==> config.mk <==
export PLATFORM = sky130hd
export DESIGN_NAME = divisor_peso
export DESIGN_NICKNAME = d
export VERILOG_FILES = /design/src/rtl/divisor_peso.sv
export SDC_FILE = /design/constraint.sdc
export NUM_CORES = 1
export LEC_CHECK = 0
export CAP_MARGIN = 40
export CORE_AREA = 10 10 171 173
export CTS_BUF_LIST = sky130_fd_sc_hd__clkbuf_16
export DETAILED_ROUTE_END_ITERATION = 7
export DIE_AREA = 0 0 181 183
export GPL_TIMING_DRIVEN = 0
export HOLD_SLACK_MARGIN = 0.15
export SYNTH_ARGS = -nofsm -noshare
export SYNTH_HDL_FRONTEND = slang
export SYNTH_SLANG_ARGS = --single-unit
==> constraint.sdc <==
create_clock -name clk -period 3.6 [get_ports clk]
set_clock_uncertainty 0.15 [all_clocks]
set_input_delay 0.54 -clock clk [delete_from_list [all_inputs] [get_ports clk]]
set_output_delay 0.54 -clock clk [all_outputs]
set_load 0.005 [all_outputs]
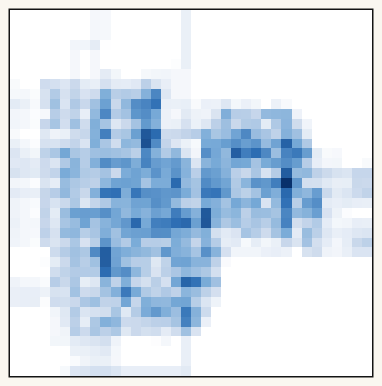
(run_1/metal_density.png)
Scale: 2 px per µm. The die is cut into 36 by 37 equal tiles; white is low, dark blue is high, scaled to the fullest tile. Values are wire area over tile area, all layers added.
The densest ninth of the die: centre. The fullest tile reaches 0.59. 11% of the tiles are over half the peak. 43% of the tiles are nearly empty. The emptiest ninth of the die: south-east. The mean over all tiles is 0.10.
detailed-route wire length: 22000 µm
routed via count: 7331

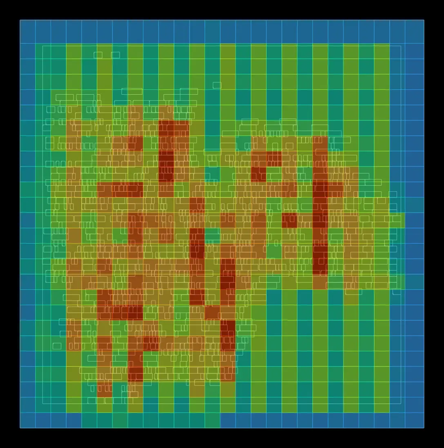
(run_1/congestion.png)
Routed WL per cell: 15.5 µm
busiest layer in global routing: met2

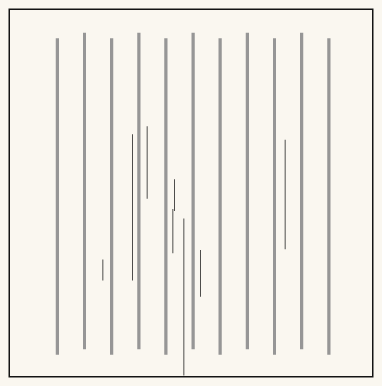
(run_1/layer_met4.png)
Scale: 2 px per µm. Supply wires on this layer in grey.
The longest straight run is 78.2 µm. The layer carries 312 µm of wire. The layer holds 1.4% of the routed length. 7 nets have wire on it. The wires run mostly vertical.

==> results.txt, run 1 <==
Flow results.

- The analysis attributes to cell leakage a power of 3.45 nW.
- The worst setup path category is reg -> reg.
- Looking at the critical path, the highest net fanout was 6.
- The count of nets left with antenna violations after detail routing is 0.
- The initial antenna violation count was 0.
- The checks that failed: negative setup slack.
- The proportion of register bits with asynchronous set or reset after synthesis is 0%.
- Among the stages of the critical path, the cell type that occurs most often is ha_4.
- The standard cell area after detailed placement is 0.00856 mm².
- The met3 track utilization from global routing is 2.58%.
- The run finished, with violations left.
- The fraction of synthesized cell area in xor and xnor cells is 4.01%.
- There are 122 flip-flops and latches.
- The post-layout worst setup margin is -0.0905 ns.
- Setup repair after global routing could not meet its margin everywhere.
- The post-synthesis simple-gate area fraction is 24.5%.
- The largest net degree at the start of global routing is 17.
- In the final design, more cell area goes to combinational gates than to any other class.
- The worst setup path is captured at a register.
- The multiplexer area fraction after synthesis is 1.19%.
- The H-tree depth is 4.
- The post-route netlist has 8.82% of its cells at a drive strength greater than 1.
- The number of flip-flops in the largest register is 29.
- The combined buffer and inverter count along the critical path is 2.
- The number of synthesis warnings is 0.
- Per the final report, the share of cell area in clock cells is 6.37%.
- The worst-case clock buffer depth is 2.
- At the later pin of the worst-skew pair, clock insertion delay measures 0.43 ns.
- Measured along the y axis, the die boundary spans 183 µm.
- Of the total power, the clock network draws 32.9%.
- The maximum clock frequency is 0.271 GHz.
- The total DRC errors in the routed layout is 0.
- Dividing total power by cell area gives a power density of 573 mW/mm².
- Data arrives at the worst endpoint at 3.86 ns.
- met1 track demand over resource after global routing is 17.7%.
- The number of rows in the core area is 59.
- The post-route met1 wirelength is 10900 µm.
- The layout has 17 clock buffers.
- The number of gates resized after CTS was 30.
- Measured in cells, the most critical reg-to-reg path has a length of 16.
- After synthesis, the most frequently instantiated cells are nand2_1 (194), dfxtp_1 (122), a21oi_1 (118), nor2_1 (56), nand3_1 (55).
- Max-cap violations in this run came to 0.
- The switching component of the power was reported as 2.01 mW.
- In the power breakdown, the biggest contributor is combinational logic.
- The setup-violating endpoint count in the final report is 12.
- The final timing report derives a shortest allowable period of 3.69 ns.
- The proportion of final cell area spent on non-clock buffers is 8.44%.
- Among cell families on the critical path, the largest total delay comes from simple AND/OR/NAND/NOR gates.
- The sequential share of the synthesized area is 32.0%.
- The final HPWL from detailed placement is 16300 µm.
- The tightest hold margin is 0.304 ns.
- The clock edge transition at the registers on the reported setup and hold paths is 0.06 ns.
- The transition time recorded at the tightest slew-check pin is 0.678 ns.
- For this run, the chip area from Yosys synthesis comes to 0.00764 mm².
- The switching portion of total power is 37.2%.
- At the end of the flow, the number of nets in the layout was 1170.
- The worst hold-check path type is reg -> reg.
==> run 2, diff against run 1 <==
--- a/config.mk
+++ b/config.mk
@@ -6,12 +6,13 @@
 export NUM_CORES = 1
 export LEC_CHECK = 0
 export CAP_MARGIN = 40
-export CORE_AREA = 10 10 171 173
+export CORE_AREA = 10 10 142 144
 export CTS_BUF_LIST = sky130_fd_sc_hd__clkbuf_16
 export DETAILED_ROUTE_END_ITERATION = 7
-export DIE_AREA = 0 0 181 183
+export DIE_AREA = 0 0 152 154
 export GPL_TIMING_DRIVEN = 0
 export HOLD_SLACK_MARGIN = 0.15
+export SLEW_MARGIN = 30
 export SYNTH_ARGS = -nofsm -noshare
 export SYNTH_HDL_FRONTEND = slang
 export SYNTH_SLANG_ARGS = --single-unit
==> constraint.sdc (replaced) <==
create_clock -name clk -period 4.35 [get_ports clk]
set_clock_uncertainty 0.15 [all_clocks]
set_input_delay 0.6525 -clock clk [delete_from_list [all_inputs] [get_ports clk]]
set_output_delay 0.6525 -clock clk [all_outputs]
set_load 0.005 [all_outputs]
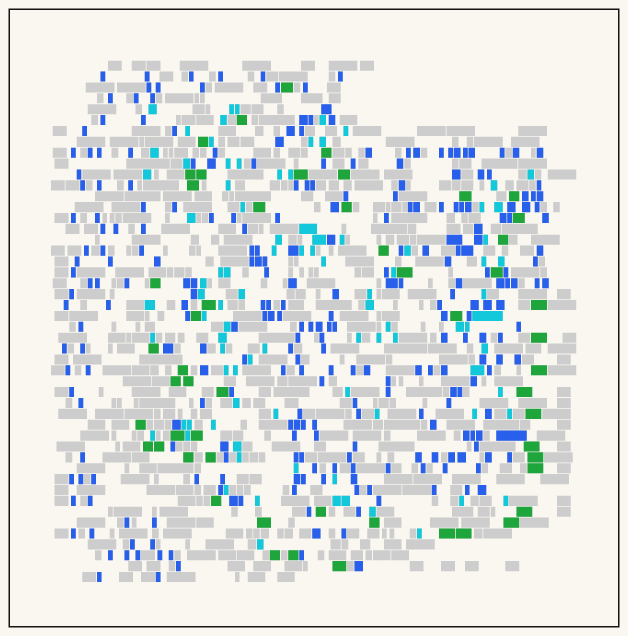
(run_2/logic_types.png)
Scale: 4 px per µm.
NOR gates: drawn in cyan, cells 90, most used nor2_1. AND-OR and OR-AND gates: drawn in green, cells 53, most used a21o_1. NAND gates: drawn in blue, cells 280, most used nand2_1.
commonest non-fill, non-tap cell in the layout: nand2_1
fraction of standard cell area in multi-input logic: 53.4%
non-filler cells, final: 1307

==> run 2 against run 1 <==
Compared with the run above: power shrank 19%; fmax decreased by 9.1%; critical path depth is 2 higher; area after synthesis unchanged; die size is 29% lower; cell count shrank 8.2%; the run now ends clean; wire length fell by 3.7%; hold slack improved by 0.00099 ns.
==> results.txt, run 2 <==
Flow results.

- The run finished with clean final reports.
- The power share of the clock group is 33.2% (+0.3 points).
- The max-capacitance violation count came to 0 (unchanged).
- The ratio of cells with drive above 1 in the final layout came to 5.18% (-3.6 points).
- Synthesis instantiated 62 different standard cells from the library.
- The number of resized instances in the post-cts repair step is 0 (-100%).
- The setup-violating endpoint count in the final report was 0 (-12).
- Looking at the power breakdown, combinational cells take 37.2% of the total.
- The largest driver fanout on the critical path was 6 (unchanged).
- The tightest min-delay check is of the reg -> reg type.
- Registers represent a cell area share of 26.9%.
- The number of cells traversed by the worst register-to-register path is 18 (+2).
- Dividing the final minimum period by the clock period gives 93.3%.
- The commonest cells after synthesis are nand2_1 (194), dfxtp_1 (122), a21oi_1 (118), nor2_1 (56), nand3_1 (55).
- The heaviest power group is combinational logic.
- The sequential share of the synthesized area is 32.0% (unchanged).
- The signal arrival time at the worst endpoint is 4.23 ns (+0.37 ns).
- The largest net degree at the start of global routing is 17 (unchanged).
- The fraction of area in clock buffers and inverters came to 6.62% (+0.26 points).
- The multiplexer area fraction after synthesis is 1.19% (unchanged).
- The fraction of met1 tracks used by global routing was 23.3% (+5.6 points).
- The count of nets left with antenna violations after detail routing is 0 (unchanged).
- The areal power density over the cells is 482 mW/mm² (-16%).
- The H-tree depth was 4 (unchanged).
- The clock edge transition at the registers on the reported setup and hold paths is 0.06 ns (about the same).
- The width of the die is 152 µm.
- The tightest hold margin came to 0.305 ns (+0.000988 ns).
- The endpoint type of the worst setup path is a register.
- The reported net switching power was 1.60 mW (-20%).
- The clock period minus worst slack was 4.06 ns (+0.370 ns).
- The post-layout net count is 1164 (-0.51%).
- The final HPWL from detailed placement came to 15900 µm (-2.6%).
- The post-synthesis simple-gate area fraction is 24.5% (unchanged).
- The global routing report lists met2 layer usage as 28.3%.
- Per the detail_route log, met3 wirelength is 929 µm.
- The most crowded layer after global routing is met2.
- The number of synthesis warnings is 0 (unchanged).
- The die span in y is 154 µm (-16%).
- The cell family contributing the most delay on the critical path is AND-OR/OR-AND gates.
- The initial antenna violation count is 0 (unchanged).
- The STA report counts the stages on the worst setup path as 18.
- The worst setup path is of the reg -> reg kind.
- The post-detailed-route wirelength per cell is 16.2 µm (+4.8%).
- The post-layout worst setup margin is 0.289 ns (+0.380 ns).
- The post-route met1 wirelength is 10300 µm (-5.2%).
- The routed design shows a via density per instance of 5.53.
- The combined buffer and inverter count along the critical path is 4 (+2).
- The number of rows in the core area came to 48 (-19%).
- The proportion of final cell area spent on non-clock buffers is 8.21% (-0.23 points).
- Per the area breakdown, the dominant cell category is combinational gates.
- The transition at the pin with the smallest max-transition slack is 0.654 ns (-0.0233 ns).
- The maximum clock frequency came to 0.246 GHz (-9.1%).
- The worst-case clock buffer depth came to 2 (unchanged).
- The global-route total usage across every layer is 17.8%.
- By instance count, the cell type seen most on the critical path is buf_4.
- The switching portion of total power is 36.6% (-0.60 points).
- The fraction of synthesized cell area in xor and xnor cells is 4.01% (unchanged).
- The standard cell area after detailed placement is 0.00842 mm² (-1.6%).
- The via count is 7224 (-1.5%).
- The total detailed-routing wirelength is 21200 µm (-3.7%).
No activity file was given, so power comes from the tool's default toggle rates.
